Figure 1. Cells coloured by class (run 1).
Scale: 6 px per um. Fill, decap, tap and diode cells in grey.
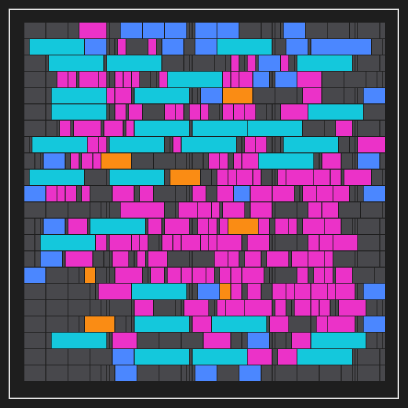
Figure 2. Clock routing (run 1).
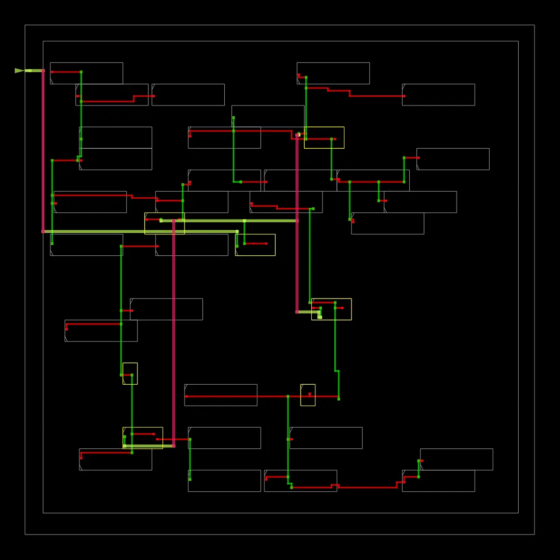
Figure 3. Routed clock nets over the placement (run 1).
Scale: 10 px per um.
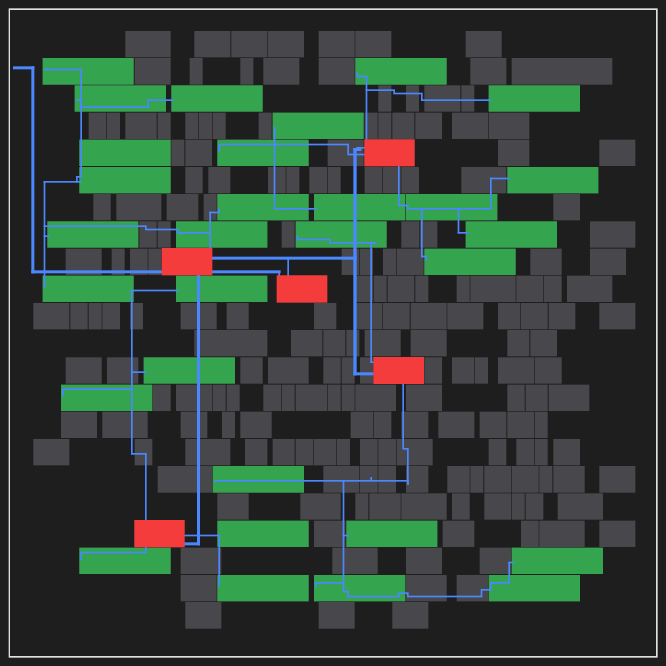
File: config.mk
export PLATFORM = sky130hd
export DESIGN_NAME = sgn_sum_window_acc
export DESIGN_NICKNAME = d
export VERILOG_FILES = /design/src/rtl/sgn_sum_window_acc.sv
export SDC_FILE = /design/constraint.sdc
export NUM_CORES = 1
export LEC_CHECK = 0
export CAP_MARGIN = 20
export CORE_MARGIN = 2
export CORE_UTILIZATION = 50
export CTS_BUF_LIST = sky130_fd_sc_hd__clkbuf_4 sky130_fd_sc_hd__clkbuf_8 sky130_fd_sc_hd__clkbuf_16
export DETAILED_ROUTE_END_ITERATION = 12
export PLACE_DENSITY = 0.74
export SYNTH_ARGS = -nofsm -noshare
export SYNTH_HDL_FRONTEND = slang
export SYNTH_SLANG_ARGS = --single-unit
File: constraint.sdc
create_clock -name clk -period 5.75 [get_ports clk]
set_clock_uncertainty 0.1 [all_clocks]
set_input_delay 1.725 -clock clk [delete_from_list [all_inputs] [get_ports clk]]
set_output_delay 1.725 -clock clk [all_outputs]
set_load 0.1 [all_outputs]
File: src/rtl/sgn_sum_window_acc.sv
`timescale 1ns/1ps
// -----------------------------------------------------------------------------
// sgn_sum_window_acc
//
// Purpose:
//   Consumes the signed BW+1-bit sums produced by the three-operand adder
//   stage and totals them over a window of up to WIN samples.
//   The window can also be closed early by in_last.
//   The total saturates to OW-bit signed range, and each window result
//   carries a sample count and a sticky saturation flag.
//   The result is held on a valid/ready output until the next stage takes it.
//
// Parameters:
//   BW  - upstream operand width; in_sum is BW+1 bits signed
//   WIN - maximum samples per window (>= 1)
//   OW  - accumulator/output width, signed (>= BW+1)
//
// Ports:
//   clk       in   clock, rising edge
//   rst       in   asynchronous active-high reset
//   in_valid  in   upstream sum valid
//   in_ready  out  a sample can be accepted this cycle
//   in_sum    in   signed sum (BW+1 bits)
//   in_last   in   close the window after this sample
//   out_valid out  window result valid
//   out_ready in   downstream accepts the result
//   out_acc   out  saturated signed window total (OW bits)
//   out_cnt   out  samples in the window, 1..WIN
//   out_sat   out  saturation happened somewhere in this window
//
// Optional feature (macro SGN_WINDOW_ACC_FAST_RESTART_EN):
//   When defined, a sample may be accepted in the same cycle as the output
//   handshake. That sample starts the next window, which gives back-to-back
//   windows with no idle cycle.
//   When undefined, in_ready stays low for the whole HOLD state.
// -----------------------------------------------------------------------------
module sgn_sum_window_acc #(
  parameter int BW  = 8,
  parameter int WIN = 4,
  parameter int OW  = 10
) (
  input  logic                       clk,
  input  logic                       rst,
  input  logic                       in_valid,
  output logic                       in_ready,
  input  logic [BW:0]                in_sum,
  input  logic                       in_last,
  output logic                       out_valid,
  input  logic                       out_ready,
  output logic [OW-1:0]              out_acc,
  output logic [$clog2(WIN+1)-1:0]   out_cnt,
  output logic                       out_sat
);

  localparam int CW = $clog2(WIN+1);

  typedef enum logic {ACCUM, HOLD} state_t;

  state_t        state;
  logic [OW-1:0] acc;
  logic [CW-1:0] cnt;
  logic          sat;

  logic [OW:0]   ext_sum;
  logic [OW:0]   nxt;
  logic          pos_ovf;
  logic          neg_ovf;
  logic [OW-1:0] clamped;
  logic [CW-1:0] cnt_inc;
  logic          closes;
  logic          accept;

  // The sum is formed one bit wider than the accumulator, so it cannot wrap.
  // The top two bits then show directly which way it left the OW-bit range.
  always_comb begin
    ext_sum = {{(OW-BW){in_sum[BW]}}, in_sum};
    nxt     = {acc[OW-1], acc} + ext_sum;
    pos_ovf = ~nxt[OW] &  nxt[OW-1];
    neg_ovf =  nxt[OW] & ~nxt[OW-1];
    if (pos_ovf)
      clamped = {1'b0, {(OW-1){1'b1}}};
    else if (neg_ovf)
      clamped = {1'b1, {(OW-1){1'b0}}};
    else
      clamped = nxt[OW-1:0];
    cnt_inc = cnt + CW'(1);
    closes  = in_last || (cnt_inc == CW'(WIN));
  end

`ifdef SGN_WINDOW_ACC_FAST_RESTART_EN
  assign in_ready = (state == ACCUM) ? 1'b1 : out_ready;
`else
  assign in_ready = (state == ACCUM);
`endif

  assign accept = in_valid && in_ready;

  always_ff @(posedge clk or posedge rst) begin
    if (rst) begin
      state     <= ACCUM;
      acc       <= '0;
      cnt       <= '0;
      sat       <= 1'b0;
      out_valid <= 1'b0;
      out_acc   <= '0;
      out_cnt   <= '0;
      out_sat   <= 1'b0;
    end else begin
      case (state)
        ACCUM: begin
          if (accept) begin
            acc <= clamped;
            cnt <= cnt_inc;
            sat <= sat | pos_ovf | neg_ovf;
            if (closes) begin
              state     <= HOLD;
              out_valid <= 1'b1;
              out_acc   <= clamped;
              out_cnt   <= cnt_inc;
              out_sat   <= sat | pos_ovf | neg_ovf;
            end
          end
        end
        HOLD: begin
          if (out_ready) begin
            acc       <= '0;
            cnt       <= '0;
            sat       <= 1'b0;
            state     <= ACCUM;
            out_valid <= 1'b0;
`ifdef SGN_WINDOW_ACC_FAST_RESTART_EN
            // A sample taken during the handshake opens the next window.
            // The sample cannot saturate on its own, because OW >= BW+1.
            if (in_valid) begin
              acc <= ext_sum[OW-1:0];
              cnt <= CW'(1);
              if (in_last || (WIN == 1)) begin
                acc       <= '0;
                cnt       <= '0;
                state     <= HOLD;
                out_valid <= 1'b1;
                out_acc   <= ext_sum[OW-1:0];
                out_cnt   <= CW'(1);
                out_sat   <= 1'b0;
              end
            end
`endif
          end
        end
        default: state <= ACCUM;
      endcase
    end
  end

endmodule
==> changes_impl.md, run 1 <==
## Flow update

* Vias per std cell at 5.60
* Setup bufs post-CTS at 0
* RSZ-0062 raised after global routing: false
* Req. time, crit path at 5.83 ns
* Top logic family: AND-OR/OR-AND gates
* Worst path top cell family by delay: AND-OR/OR-AND gates
* Startpoint of the worst hold path: out_cnt[2]
* Flip-flops with a built-in enable at 0
* Port-buffer cells at 29
* DRT Wirelength at 4260 um
* Antenna Nets Post-Route at 0
* Count leader, synth: dfrtp_1
* CP max stage cell: clkdlybuf4s50_1
* YS chip area at 1840 um^2
* Critical path launch point: in_sum[8]
* Biggest area cells: dfrtp_1 (41%), ha_1 (8.2%), nand2_1 (5.9%)
* Area fraction in mux cells at 4.97%
* CTS Buffer Depth at 2
* Worst Setup EP: out_acc[2]
* Critical path peak fanout at 8
* Taps Inserted at ~48
* Num CTS Buffers at 5
* Met1 GRT Util at 31.0%
* Simple-gate share of the synthesized area at about 16%
* Final Instance Count excl. Fillers at 274
* Register Area at 751 um^2
* Worst r2r path cells at 8
* Dominant register cell: dfrtp_1
* Commonest cells in the netlist: dfrtp_1 (30), nand2_1 (29), o21ai_0 (13)
* Detailed-route via count at approximately 1500
* TritonRoute pass-1 iters at 4
* Max-Cap Viols at 0
* Global-route wire length before repair at just over 7000 um
* Synth cell types at 38
* Final Hold Viols at 0
* Top sig layer: met4
* Logic share of the area at 45.4%
* Starting DRT DRC Count at 109
* #FFs+latches synth at 30
* Initial antenna violation count at 0
* Clock-cell share of area at ~3.5%
* Die area at approximately 4200 um^2
* Yosys cell count at 192
* Synth warnings at 0
* CP Class: in2reg
* Die height at 64.6 um
* Placed Area at 2200 um^2
* Gpl congestion at between 0.8 and 0.9
* Final instance area at 2280 um^2
* GR peak layer: met2
* Met3 routed WL at around 160 um
* Tightest Pin Transition at 0.972 ns
* Final hold slack at 0.368 ns
* Die W at ~65 um
* Top cells excl fill/tap: dfrtp_1 (30), nand2_1 (29), clkdlybuf4s50_1 (29), o21ai_0 (13), ha_1 (12)
* WP data arrival at about 4.3 ns
* Net count entering floorplan at ~220
* Startpoint Class: input pin
* Cells after synthesis at 192
* Share of layout cells above drive strength 1 at 7.96%
* Dominant kind of cell: multi-input combinational cells
* Worst hold stages at 2
* CP most frequent cell: and3_4
* # clock sinks at 30
* Final Setup Violations at 0
* Row Count at 22
* Met2 Use GR at 37.0%
* M3 GR Usage at 3.82%
* Post-cts sizing count at 0
* FA/HA/MAJ Cells, Area Fraction at about an eighth
* Critical-path cell list: clkdlybuf4s50_1 > ha_1 > and3_4 > a221o_1 > or2_1 > and3_4 > a22o_1 > a31o_1 > mux2_4
* Area share, top type at 40.9%
* H-tree levels at 2
* PnR worst setup slack at 1.50 ns
* Clk slew on worst S/H paths at 0.07 ns
* Drt drc at 0
* Pins Over Slew Limit at 0
* I/O Pins at 30
* Tot GR Track Use at between 20% and 30%
* Setup TNS at 0 ns
* R2r setup slk at just over 3 ns
* Pre-CTS WS at 1.22 ns
* Fp util at 50.9%
* Regs by FF count: acc (10), out_acc (10)
* Area grow syn2layout at 24.3%
* Non-clock buffers at 32
* TritonCTS clock tree: built
* Crit share post-route at 74.0%
* XOR/XNOR Area Share at 2.86%
* Most numerous logic cell after layout: dfrtp_1
* Hpwl dp at 3150 um
* Status: complete, no violations
* Antenna diodes at 0
* Bufs and invs on worst path at 1
* OpenROAD warning count at 27
* Met1 WL at 2020 um
* Fin util at 63.3%
* DR WL/cell at 15.5 um
* Levels on crit path at 9
* Grt ovf at 0
Back to the opening pictures, Figure 1:
Key: orange = clock drivers and dummy loads [cells 7]; magenta = all other logic [cells 157]; blue = other buffers and delay cells [cells 32]; cyan = flops [cells 30]

Back to the opening pictures, Figure 2:
clock buffers: 5
seq_cells: 30

Back to the opening pictures, Figure 3:
Key: green = flip-flops [count 30]; red = cells driving clock nets [count 5]; blue = clock wires [length 441 um]
There are 6 routed clock nets.

--- run 2 (diff from run 1) ---
Settings changed: CORE_UTILIZATION 50 to 48, PLACE_DENSITY 0.74 to 0.75.
Clock period 5.75 ns to 3.91 ns, I/O delays scaled along.
==> run 2 against run 1 <==
Worst hold slack better by 0.0049 ns. Setup slack worse by 1.2 ns. Critical path depth increased by 1. Utilization decreased by 0.51 points. Sequential share of layout area down 0.23 points. Global-route usage fell by 3.1 points. Clock-buffer cell count is 1 higher.
==> changes_impl.md, run 2 <==
## Flow update

* XOR/XNOR Area Share at approximately 2.9%
* YS chip area at 1840 um^2
* Final Setup Violations at 0
* Final Hold Viols at 0
* Fp util at 50.2%
* Met1 GRT Util at 27.6%
* Dominant register cell: dfrtp_1
* Flip-flops with a built-in enable at 0
* WP data arrival at 3.70 ns
* Placed Area at between 2000 and 2500 um^2
* Worst Setup EP: out_acc[4]
* Tightest Pin Transition at approximately 0.72 ns
* # clock sinks at 30
* Starting DRT DRC Count at 67
* CTS Buffer Depth at 2
* Num CTS Buffers at 5
* TritonCTS clock tree: built
* GR peak layer: met2
* Synth warnings at 0
* Antenna diodes at 0
* Row Count at 22
* DR WL/cell at 13.5 um
* Antenna Nets Post-Route at 0
* Status: complete, no violations
* Clock buffers at 6
* TritonRoute pass-1 iters at 4
* Top sig layer: met4
* Top cells excl fill/tap: dfrtp_1 (30), nand2_1 (29), buf_4 (27), o21ai_0 (13), clkdlybuf4s50_1 (13)
* Register Area at 751 um^2
* Startpoint of the worst hold path: out_cnt[2]
* Final instance area at 2300 um^2
* Taps Inserted at about 48
* OpenROAD warning count at 27
* Area fraction in mux cells at a little under 5%
* Max-Cap Viols at 0
* RSZ-0062 raised after global routing: false
* CP max stage cell: clkdlybuf4s50_1
* Fin util at between 60 and 70%
* Pre-CTS WS at approximately 0.050 ns
* Bufs and invs on worst path at 2
* H-tree levels at 2
* Met1 WL at 1870 um
* Synth Cell Area at 1840 um^2
* Share of layout cells above drive strength 1 at 18.3%
* Count leader, synth: dfrtp_1
* Synth cell types at 38
* Seq_cells at 30
* Area grow syn2layout at 25.1%
* Clk slew on worst S/H paths at 0.06 ns
* Regs by FF count: acc (10), out_acc (10)
* Crit share post-route at 91.8%
* Levels on crit path at 10
* Die W at 65.9 um
* Grt ovf at 0
* Vias per std cell at approximately 5.4
* Most numerous logic cell after layout: dfrtp_1
* Clock-cell share of area at 4.14%
* Critical path peak fanout at 4
* Dominant kind of cell: multi-input combinational cells
* PnR worst setup slack at 0.319 ns
* Mapped Avg Cell Area at 9.57 um^2
* Final hold slack at 0.373 ns
* Port-buffer cells at 29
* Top logic family: AND-OR/OR-AND gates
* Met3 routed WL at about 180 um
* Non-clk invs at 6
* Critical path launch point: in_sum[0]
* Non-clock buffers at ~40
* I/O Pins at 30
* M3 GR Usage at 4.77%
* Req. time, crit path at 4.02 ns
* Worst hold stages at 2
* Final Instance Count excl. Fillers at between 200 and 300
* Die height at 65.9 um
* CP Class: in2reg
* Startpoint Class: input pin
* Worst r2r path cells at 8
* Tot GR Track Use at between 10% and 20%
* Post-cts sizing count at 0
* Pins Over Slew Limit at 0
* Initial antenna violation count at 0
* Drt drc at 0
* Maximum clock rate at 278 MHz
* Worst path top cell family by delay: adder cells
* Gpl congestion at about 0.82
* FA/HA/MAJ Cells, Area Fraction at 12.0%
* Logic share of the area at 45.1%
* Die area at 4340 um^2
* Yosys cell count at 192
* Complex Gates by Area at between 20% and 30%
* Setup bufs post-CTS at 0
* Biggest area cells: dfrtp_1 (41%), ha_1 (8.2%), nand2_1 (5.9%)
* Critical-path cell list: clkdlybuf4s50_1 > ha_1 > inv_1 > fa_1 > nand2b_1 > a211oi_1 > nor2_1 > maj3_1 > mux2i_1 > mux2_2
* Area share, top type at around two fifths
* #FFs+latches synth at 30
Figure 4. Met2 routing (run 2).
Scale: 6 px per um.
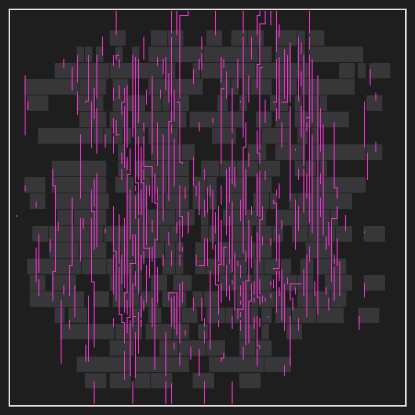
The layer holds 46% of the routed length. The longest straight run is 39.8 um. The layer carries 1760 um of wire. 216 nets have wire on it.
met2 Use GR: 30.6%
detailed-route via count: 1517
DRT Wirelength: 3820 um

Figure 5. Routed clock nets over the placement (run 2).
Scale: 8 px per um.
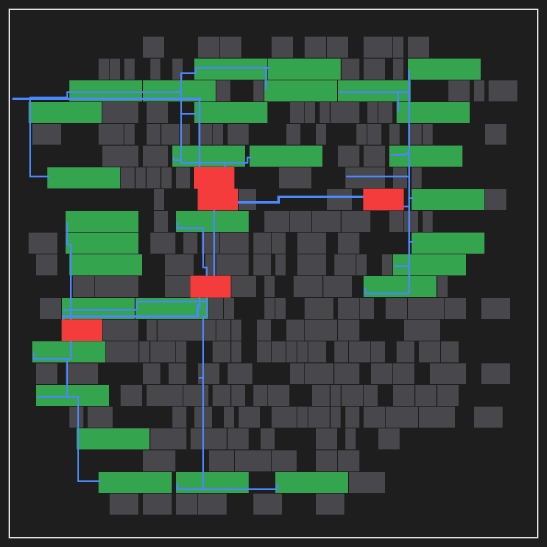
Key: blue = clock wires [length 359 um]; green = flip-flops [count 30]; red = cells driving clock nets [count 5]
There are 6 routed clock nets. Position of the flops: spread over the die.

--- run 3 (diff from run 2) ---
Clock period 3.91 ns to 2.9 ns, I/O delays scaled along.
==> run 3 against run 2 <==
Critical path depth stayed put. Non-clock buffer count grew 33. Critical endpoint is now out_acc[5]. Wire length grew 41%. Register-to-register slack got worse by 1.1 ns. Final cell count up 12%. Synthesized area stayed put.
==> changes_impl.md, run 3 <==
## Flow update

* Worst hold stages at 2
* XOR/XNOR Area Share at 2.86%
* Status: complete, no violations
* Die area at between 4000 and 5000 um^2
* Startpoint Class: input pin
* Top sig layer: met4
* CP max stage cell: a221o_1
* M3 GR Usage at under 10%
* Starting DRT DRC Count at 118
* Vias per std cell at between 5 and 6
* Critical path launch point: in_sum[4]
* Row Count at 22
* Area fraction in mux cells at 4.97%
* Yosys cell count at 192
* Pre-CTS WS at -0.698 ns
* Worst path top cell family by delay: AND-OR/OR-AND gates
* Tightest Pin Transition at about 0.66 ns
* CTS Buffer Depth at 2
* OpenROAD warning count at 28
* Worst Setup EP: out_acc[5]
* Port-buffer cells at 29
* Final instance area at 2700 um^2
* YS chip area at 1840 um^2
* Worst r2r path cells at 9
* TritonCTS clock tree: built
* CP Class: in2reg
* Critical path peak fanout at 3
* Placed Area at 2450 um^2
* Die height at 65.9 um
* Area share, top type at about two fifths
* Met1 GRT Util at around a third
* GR peak layer: met2
* Pins Over Slew Limit at 0
* Clk slew on worst S/H paths at 0.07 ns
* Count leader, synth: dfrtp_1
* Tot GR Track Use at between 20% and 30%
* Startpoint of the worst hold path: out_cnt[2]
* Logic share of the area at 45.3%
* Met1 WL at 2310 um
* Biggest area cells: dfrtp_1 (41%), ha_1 (8.2%), nand2_1 (5.9%)
* Antenna Nets Post-Route at 0
* R2r setup slk at 0.23 ns
* Cells after synthesis at about 190
* Die W at 65.9 um
* # clock sinks at 30
* Max-Cap Viols at 0
* Levels on crit path at 10
* Bufs and invs on worst path at 2
* Simple-gate share of the synthesized area at approximately 16%
* Complex Gates by Area at between 20% and 30%
* Setup bufs post-CTS at 5
* Post-cts sizing count at around 47
* Register Area at about 750 um^2
* #FFs+latches synth at 30
* Maximum clock rate at 348 MHz
* WP data arrival at ~2.9 ns
* Initial antenna violation count at 0
* Drt drc at 0
* Hpwl dp at between 3000 and 4000 um
* Setup TNS at 0 ns
* Hold Path Class: reg2reg
* Req. time, crit path at 2.97 ns
* Dominant kind of cell: multi-input combinational cells
* Taps Inserted at 48
* H-tree levels at 2
* Commonest cells in the netlist: dfrtp_1 (30), nand2_1 (29), o21ai_0 (13)
* Synth cell types at 38
* Crit share post-route at 99.1%
* FA/HA/MAJ Cells, Area Fraction at a little under an eighth
* Final Setup Violations at 0
* Final Hold Viols at 0
* Regs by FF count: acc (10), out_acc (10)
* PnR worst setup slack at 0.0267 ns
* Synth warnings at 0
* Gpl congestion at ~0.9
* Met3 routed WL at ~250 um
* Clock-cell share of area at roughly 3.5%
* Non-clk invs at 6
* Net count entering floorplan at 219
* Non-clock buffers at around 73
* Dominant register cell: dfrtp_1
* Critical-path cell list: clkdlybuf4s15_1 > ha_2 > a21o_1 > a221o_1 > or2_1 > and3_4 > buf_4 > o21ai_1 > nand3_1 > mux2_4
* Antenna diodes at 0
* Top logic family: AND-OR/OR-AND gates
* Global-route wire length before repair at 8820 um
* Share of layout cells above drive strength 1 at 41.0%
* Grt ovf at 0
* I/O Pins at 30
* Seq_cells at 30
* Synth Cell Area at about 1800 um^2
* Flip-flops with a built-in enable at 0
* Met2 WL post-DR at 2690 um
* Most numerous logic cell after layout: buf_4
* Fp util at 50.2%
Figure 6. Clock routing (run 3).
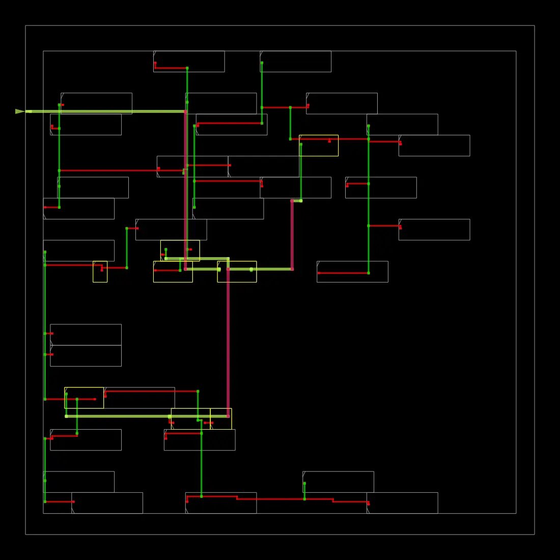
Num CTS Buffers: 5
Insertion Delay late pin: 0.29 ns
clock buffers: 6

Figure 7. Met2 routing (run 3).
Scale: 6 px per um.
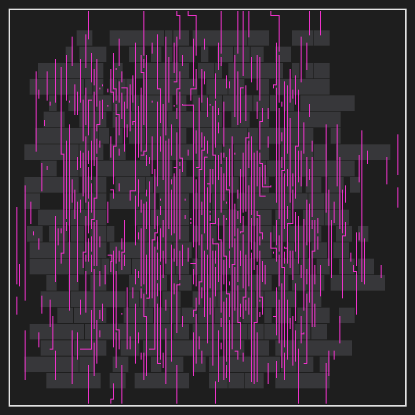
The wires run mostly vertical. 273 nets have wire on it. The layer holds 50% of the routed length. The layer carries 2690 um of wire.
met2 Use GR: 46.1%
DRT Wirelength: 5380 um
detailed-route via count: 1831


==> screenshots <==
I/O pins on the die edge.
Scale: 4 px per um. Pins as bars across the die edge, other pins in grey.
shot_01.png
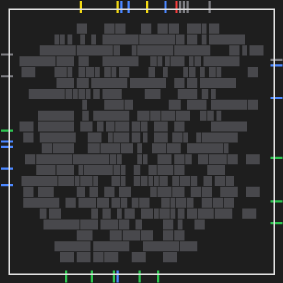
shot_02.png
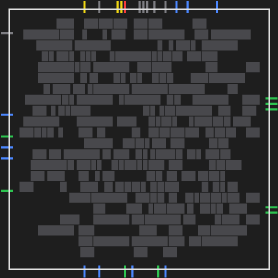
shot_03.png
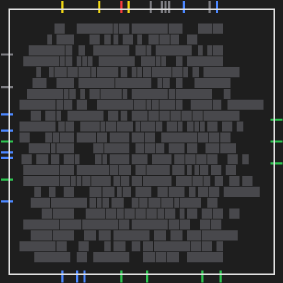
shot_03.png is run 3.
shot_01.png is run 2.
shot_02.png is run 1.

Key to shot_01.png:
Key: red = `out_sat` [pins 1, direction output, edge top]; yellow = `out_cnt` [pins 3, direction output, edge top]; green = `in_sum` [pins 9, direction input, edge 5 bottom, 3 right, 1 left]; blue = `out_acc` [pins 10, direction output, edge 4 left, 3 top, 2 right, 1 bottom]

